--- config.mk ---
export PLATFORM = sky130hd
export DESIGN_NAME = route_unit
export DESIGN_NICKNAME = d
export VERILOG_FILES = /design/src/rtl/noc_pkg.sv /design/src/rtl/route_calc.sv /design/src/rtl/route_unit.sv
export SDC_FILE = /design/constraint.sdc
export NUM_CORES = 1
export LEC_CHECK = 0
export CAP_MARGIN = 10
export CORE_UTILIZATION = 55
export DETAILED_ROUTE_END_ITERATION = 8
export PLACE_DENSITY_LB_ADDON = 0.1
export SLEW_MARGIN = 10
export SYNTH_ARGS = -nofsm -noshare
export SYNTH_HDL_FRONTEND = slang
export SYNTH_SLANG_ARGS = --single-unit
--- constraint.sdc ---
create_clock -name clk -period 2.9 [get_ports clk]
set_input_delay 0.58 -clock clk [delete_from_list [all_inputs] [get_ports clk]]
set_output_delay 0.58 -clock clk [all_outputs]
set_load 0.05 [all_outputs]
--- src/rtl/noc_pkg.sv ---
// ---------------------------------------------------------------------------
// noc_pkg -- shared definitions for the NoC routing blocks.
//   * One-hot output-port constants for the 2-D mesh directions.
//   * Bit-offset helpers for the flit header. The header is packed LSB first:
//     delta_x[XW], delta_y[YW], dest_r2[P-1], dest_r1[P-1], then payload.
// No ports (package).
// ---------------------------------------------------------------------------
package noc_pkg;

   // Mesh direction one-hots. Port 0 is always the local/up port.
   localparam logic [4:0] PORT_L = 5'b00001;
   localparam logic [4:0] PORT_E = 5'b00010;
   localparam logic [4:0] PORT_N = 5'b00100;
   localparam logic [4:0] PORT_W = 5'b01000;
   localparam logic [4:0] PORT_S = 5'b10000;

   function automatic int off_dx();
      return 0;
   endfunction

   function automatic int off_dy(input int xw);
      return xw;
   endfunction

   function automatic int off_r2(input int xw, input int yw);
      return xw + yw;
   endfunction

   function automatic int off_r1(input int xw, input int yw, input int p);
      return xw + yw + (p - 1);
   endfunction

   function automatic int off_pl(input int xw, input int yw, input int p);
      return xw + yw + 2 * (p - 1);
   endfunction

endpackage

--- src/rtl/route_calc.sv ---
// ---------------------------------------------------------------------------
// route_calc -- purely combinational route decision for one flit.
// Ports:
//   i_flit        : head flit from the input FIFO
//   i_current_r2  : this router is a level-2 router (HIER only)
//   i_current_r1  : one-hot id of this level-1 router (HIER only)
//   i_input_port  : one-hot id of the port feeding the unit (HIER only)
//   o_port        : one-hot output port; all zeros means "drop"
//   o_flit        : flit as it must leave (MESH decrements one delta)
// Deltas are sign-magnitude: MSB is the sign, the rest is the magnitude.
// ---------------------------------------------------------------------------
module route_calc
   import noc_pkg::*;
#(
   parameter int P        = 7,
   parameter int XW       = 4,
   parameter int YW       = 4,
   parameter int FW       = 32,
   parameter     TOPOLOGY = "HIER"
) (
   input  logic [FW-1:0] i_flit,
   input  logic          i_current_r2,
   input  logic [P-2:0]  i_current_r1,
   input  logic [P-1:0]  i_input_port,
   output logic [P-1:0]  o_port,
   output logic [FW-1:0] o_flit
);

   localparam bit IS_MESH = (TOPOLOGY == "MESH");
   localparam int DX_LO   = off_dx();
   localparam int DY_LO   = off_dy(XW);
   localparam int R2_LO   = off_r2(XW, YW);
   localparam int R1_LO   = off_r1(XW, YW, P);

   logic [XW-2:0] w_xmag;
   logic          w_xsgn;
   logic [YW-2:0] w_ymag;
   logic          w_ysgn;
   logic [P-2:0]  w_dest_r2;
   logic [P-2:0]  w_dest_r1;

   assign w_xmag    = i_flit[DX_LO +: XW-1];
   assign w_xsgn    = i_flit[DX_LO + XW - 1];
   assign w_ymag    = i_flit[DY_LO +: YW-1];
   assign w_ysgn    = i_flit[DY_LO + YW - 1];
   assign w_dest_r2 = i_flit[R2_LO +: P-1];
   assign w_dest_r1 = i_flit[R1_LO +: P-1];

   always_comb begin
      o_port = '0;
      o_flit = i_flit;
      if (IS_MESH) begin
         // Dimension-order: finish X before Y; the hop just taken is
         // removed from the magnitude, the sign is kept.
         if (w_xmag != '0) begin
            o_port                 = w_xsgn ? P'(PORT_W) : P'(PORT_E);
            o_flit[DX_LO +: XW-1]  = w_xmag - (XW-1)'(1);
         end else if (w_ymag != '0) begin
            o_port                 = w_ysgn ? P'(PORT_S) : P'(PORT_N);
            o_flit[DY_LO +: YW-1]  = w_ymag - (YW-1)'(1);
         end else begin
            o_port = P'(PORT_L);
         end
      end else begin
         // Hierarchical: any remaining distance goes up; a level-2 router
         // fans out by dest_r2; a level-1 router delivers by dest_r1 when
         // the flit came from above or is addressed to this cluster.
         if ((w_xmag != '0) || (w_ymag != '0)) begin
            o_port = P'(PORT_L);
         end else if (i_current_r2) begin
            o_port = {w_dest_r2, 1'b0};
         end else if ((i_input_port == P'(PORT_L)) || (w_dest_r2 == i_current_r1)) begin
            o_port = {w_dest_r1, 1'b0};
         end else begin
            o_port = P'(PORT_L);
         end
      end
   end

endmodule

--- src/rtl/route_unit.sv ---
// ---------------------------------------------------------------------------
// route_unit -- input FIFO + registered output stage of one router port.
// Ports:
//   clk, rst            : rising-edge clock, synchronous active-high reset
//   current_r2/_r1      : static router identity (HIER)
//   input_port          : static one-hot id of the feeding port
//   in_valid/in_ready/in_flit          : upstream handshake
//   out_valid/out_ready/out_flit/out_port : downstream handshake
//   err_cnt             : saturating count of dropped (unroutable) flits
// Handshake: a transfer happens on a rising edge where valid and ready are
// both high; valid never depends on ready, and once out_valid is high the
// out_flit/out_port pair is held until the transfer completes.
// ---------------------------------------------------------------------------
module route_unit
   import noc_pkg::*;
#(
   parameter int P        = 7,
   parameter int XW       = 4,
   parameter int YW       = 4,
   parameter     TOPOLOGY = "HIER",
   parameter int DEPTH    = 4,
   parameter int FW       = 32
) (
   input  logic          clk,
   input  logic          rst,
   input  logic          current_r2,
   input  logic [P-2:0]  current_r1,
   input  logic [P-1:0]  input_port,
   input  logic          in_valid,
   output logic          in_ready,
   input  logic [FW-1:0] in_flit,
   output logic          out_valid,
   input  logic          out_ready,
   output logic [FW-1:0] out_flit,
   output logic [P-1:0]  out_port,
   output logic [7:0]    err_cnt
);

   localparam int AW = $clog2(DEPTH);

   logic [FW-1:0] r_mem [DEPTH];
   logic [AW-1:0] r_wr_ptr;
   logic [AW-1:0] r_rd_ptr;
   logic [AW:0]   r_count;
   logic          r_out_valid;
   logic [FW-1:0] r_out_flit;
   logic [P-1:0]  r_out_port;
   logic [7:0]    r_err_cnt;

   logic          w_full;
   logic          w_empty;
   logic          w_push;
   logic          w_pop;
   logic          w_drop;
   logic [FW-1:0] w_head;
   logic [P-1:0]  w_route_port;
   logic [FW-1:0] w_route_flit;

   assign w_full  = (r_count == (AW+1)'(DEPTH));
   assign w_empty = (r_count == '0);
   // Held low while in reset so nothing is accepted into a FIFO being cleared.
   assign in_ready = !w_full && !rst;
   assign w_push   = in_valid && in_ready;
   // The head leaves the FIFO whenever the stage is free or being emptied;
   // a drop also pops, it just never reaches the stage.
   assign w_pop    = !w_empty && (!r_out_valid || out_ready);
   assign w_head   = r_mem[r_rd_ptr];
   assign w_drop   = (w_route_port == '0);

   route_calc #(
      .P        (P),
      .XW       (XW),
      .YW       (YW),
      .FW       (FW),
      .TOPOLOGY (TOPOLOGY)
   ) u_route_calc (
      .i_flit       (w_head),
      .i_current_r2 (current_r2),
      .i_current_r1 (current_r1),
      .i_input_port (input_port),
      .o_port       (w_route_port),
      .o_flit       (w_route_flit)
   );

   // Storage needs no reset: occupancy is tracked by r_count.
   always_ff @(posedge clk) begin
      if (w_push) begin
         r_mem[r_wr_ptr] <= in_flit;
      end
   end

   always_ff @(posedge clk) begin
      if (rst) begin
         r_wr_ptr    <= '0;
         r_rd_ptr    <= '0;
         r_count     <= '0;
         r_out_valid <= 1'b0;
         r_out_flit  <= '0;
         r_out_port  <= '0;
         r_err_cnt   <= '0;
      end else begin
         if (w_push) begin
            r_wr_ptr <= r_wr_ptr + AW'(1);
         end
         if (w_pop) begin
            r_rd_ptr <= r_rd_ptr + AW'(1);
         end
         if (w_push && !w_pop) begin
            r_count <= r_count + (AW+1)'(1);
         end else if (!w_push && w_pop) begin
            r_count <= r_count - (AW+1)'(1);
         end

         if (w_pop) begin
            if (w_drop) begin
               r_out_valid <= 1'b0;
               if (r_err_cnt != 8'hFF) begin
                  r_err_cnt <= r_err_cnt + 8'd1;
               end
            end else begin
               r_out_valid <= 1'b1;
               r_out_port  <= w_route_port;
               r_out_flit  <= w_route_flit;
            end
         end else if (out_ready) begin
            r_out_valid <= 1'b0;
         end
      end
   end

   assign out_valid = r_out_valid;
   assign out_flit  = r_out_flit;
   assign out_port  = r_out_port;
   assign err_cnt   = r_err_cnt;

endmodule

met1.png
Supply wires on this layer in gray.
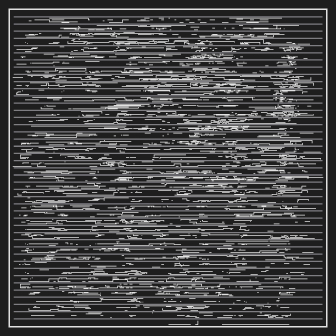
wire length on this layer: 6760 µm
longest straight run: 36.8 µm
share of all routed wire: 46%
main direction: horizontal
nets with wire on the layer: 592
vias: 4391
WL final: 14800 µm
met1 Track Usage GR: 31.5%

met2.png
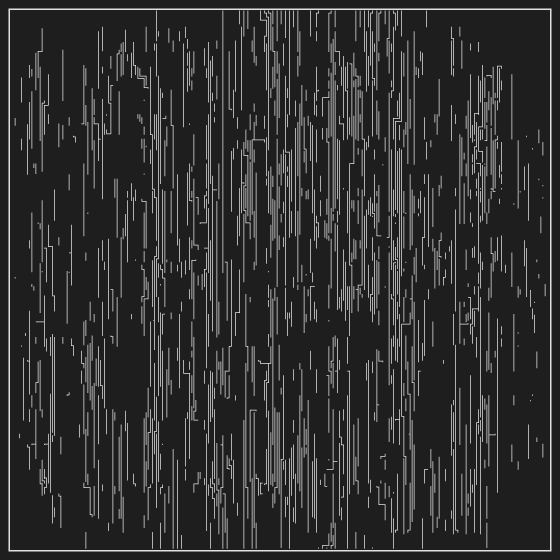
share of all routed wire: 49%
wire length on this layer: 7270 µm

met3.png
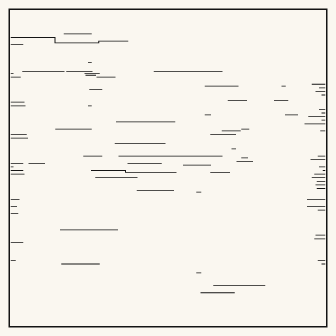
nets with wire on the layer: 63
share of all routed wire: 4.1%
main direction: horizontal

==> flow_summary.yaml <==
# synthesis and place-and-route metrics
run_status:
  status: "complete, no violations"
min_path:
  worstHoldStart: "out_flit[17]"
  hold_depth: 2
  hold_path_class: "reg2reg"
timing:
  grt_setup_unrepaired: "false"
  timing.final.ws_setup_ns: 0.165
route:
  wl_met3_um: 607
  final_antenna_net_count: 0
  drtIter0Drc: 245
  maxUsedRoutingLayer: "met4"
  drc: 0
  routed_via_density: 5.61
  wl_per_cell_um: 19.0
synth:
  synth_top_area_share_pct: 50.6
  xor_share_pct: 1.27
  top_area_cell: "edfxtp_1"
  synth.distinct_cells: 47
  yosys-stat-cells: 473
  edf_count: 128
cells_and_area:
  top_register: "r_mem"
  final.signal_buffer_count: 128
  largest_cell_class: "sequential cells"
  nClkBuffers: 19
cts:
  cts_tree: "built"
  clock_path_buffers: 2
  clkSlewWorstSetupHoldPaths_ns: 0.06
  clock-sinks: 185
global_routing:
  grt_max_degree: 94
  met3_usage_pct: 3.99
  grt_use_met2_pct: 35.5
placed_design:
  place_hpwl_um: 9930
  dpl_worst_slack_ns: -0.00771
power:
  p_clk_uw: 2280
die:
  dieHeight_um: 120
  initial_core_util_pct: 56.9
critical_path:
  path_buffers: 1
  critical-path-slowest-cell: "mux4_2"
No activity file was given, so power comes from the tool's default toggle rates.
